==> config.mk <==
export PLATFORM = sky130hd
export DESIGN_NAME = shifter_right_seq
export DESIGN_NICKNAME = d
export VERILOG_FILES = /design/src/rtl/shifter_right_seq.sv
export SDC_FILE = /design/constraint.sdc
export NUM_CORES = 1
export LEC_CHECK = 0
export CAP_MARGIN = 25
export CORE_ASPECT_RATIO = 0.5
export CORE_UTILIZATION = 50
export CTS_BUF_LIST = sky130_fd_sc_hd__clkbuf_4
export DETAILED_ROUTE_END_ITERATION = 10
export HOLD_SLACK_MARGIN = 0.03
export PLACE_DENSITY_LB_ADDON = 0.08
export SETUP_SLACK_MARGIN = 0.2
export SYNTH_ARGS = -nofsm -noshare
export SYNTH_HDL_FRONTEND = slang
export SYNTH_SLANG_ARGS = --single-unit
export TNS_END_PERCENT = 100
==> constraint.sdc <==
create_clock -name clk -period 2.9 [get_ports clk]
set_input_delay 0.435 -clock clk [delete_from_list [all_inputs] [get_ports clk]]
set_output_delay 0.435 -clock clk [all_outputs]
set_load 0.005 [all_outputs]
==> images/met4.png <==
Bar = 50 microns. Supply wires on this layer in gray.
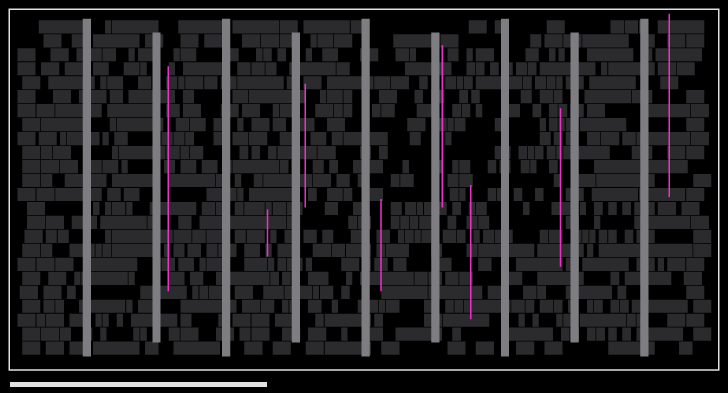
wire length on this layer: 217 microns
nets with wire on the layer: 6
main direction: vertical
longest straight run: 43.5 microns
vias post-DR: 4,762
WL final: 15,300 microns

==> images/cell_classes.png <==
Bar = 50 microns. Fill, decap, tap and diode cells in gray.
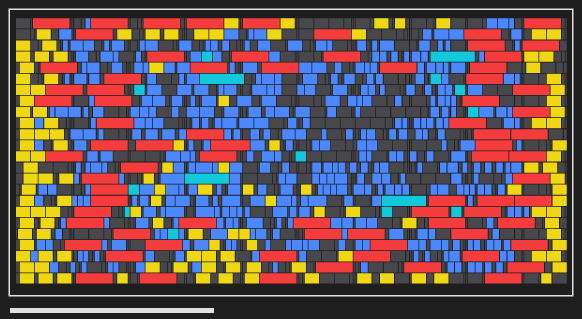
[clock drivers and dummy loads] cyan | cells: 15 | share of their area: 3.4%
[flops] red | cells: 77 | share of their area: 33%
[all other logic] blue | cells: 410 | share of their area: 43%
[other buffers and delay cells] yellow | cells: 128 | share of their area: 21%
final instance area: 5990 sq um
final core occ: 67.8%
core area: 8830 sq um
fraction of area in registers: 32.2%
Rows: 24

==> deck_impl_summary.md <==
Physical Implementation Snapshot

Status
  – Outcome: finished, final reports clean

Layout
  – Logic Gate Count: 404
  – Top logic cells by instance count in the layout: clkdlybuf4s50_1 (106), nand2_1 (79), dfrtp_1 (76)
  – Comb/total area: about 40%
  – Clock-cell share of area: 3.32%

Placed design
  – Cell Count Post-Placement: 731
  – Placer Congestion: 0.946
  – PortBufs: ~110

Pwr
  – Clk. pwr: 919 uW
  – Gate power share: 41.3%
  – Top Consumer: combinational logic

Detailed routing
  – WL/cell: 20.5 microns
  – Antenna viol nets, final: 0

Global routing
  – Global Route Usage Sum: between 30 and 40%
  – Gr ovfl total: 0

Yosys
  – Post-synth ARST share: 100%
  – Ys Warns: 0
  – Count leader, synth: nand2_1
  – Top-area cell share: 41.8%
  – EDFF count, synth: 0
  – Post-synth net total: 604

CTS
  – Post-CTS Setup Bufs: 0
  – Post_cts resized: 0
  – Clk sinks: 77

Job
  – Max cap viols: 0
  – Number of OpenROAD warnings: 27

Timing
  – Final hold vios: 0
  – RSZ-0062 raised after global routing: no
  – Worst hold slack: ~0.49 ns
## critical path, stage by stage, from the launching register on
cell and delay (ns):
dfrtp_1 0.38, nand2b_1 0.38, inv_2 0.36, clkdlybuf4s50_1 0.57
## cells by family after synthesis
| logic type | count (synthesis) | share of synthesized area, % |
|---|---|---|
| simple gates | 194 | 20.2 |
| compound gates | 185 | 27.4 |
| flops | 77 | 41.8 |
| buf+inv | 48 | 5.04 |
| mux | 23 | 4.99 |
| fa+ha+maj | 2 | 0.542 |
## per-layer routing
metal  vias up  global-route usage [%]  part of all wire (%)
met4         0                    8.94                   1.4
met2       273                    45.5                    40
met5         -                       0                     0
li1       2148                       -                     -
met1      2321                    53.3                    48
met3        20                    6.46                    10
Power and IR drop assume default switching activity.
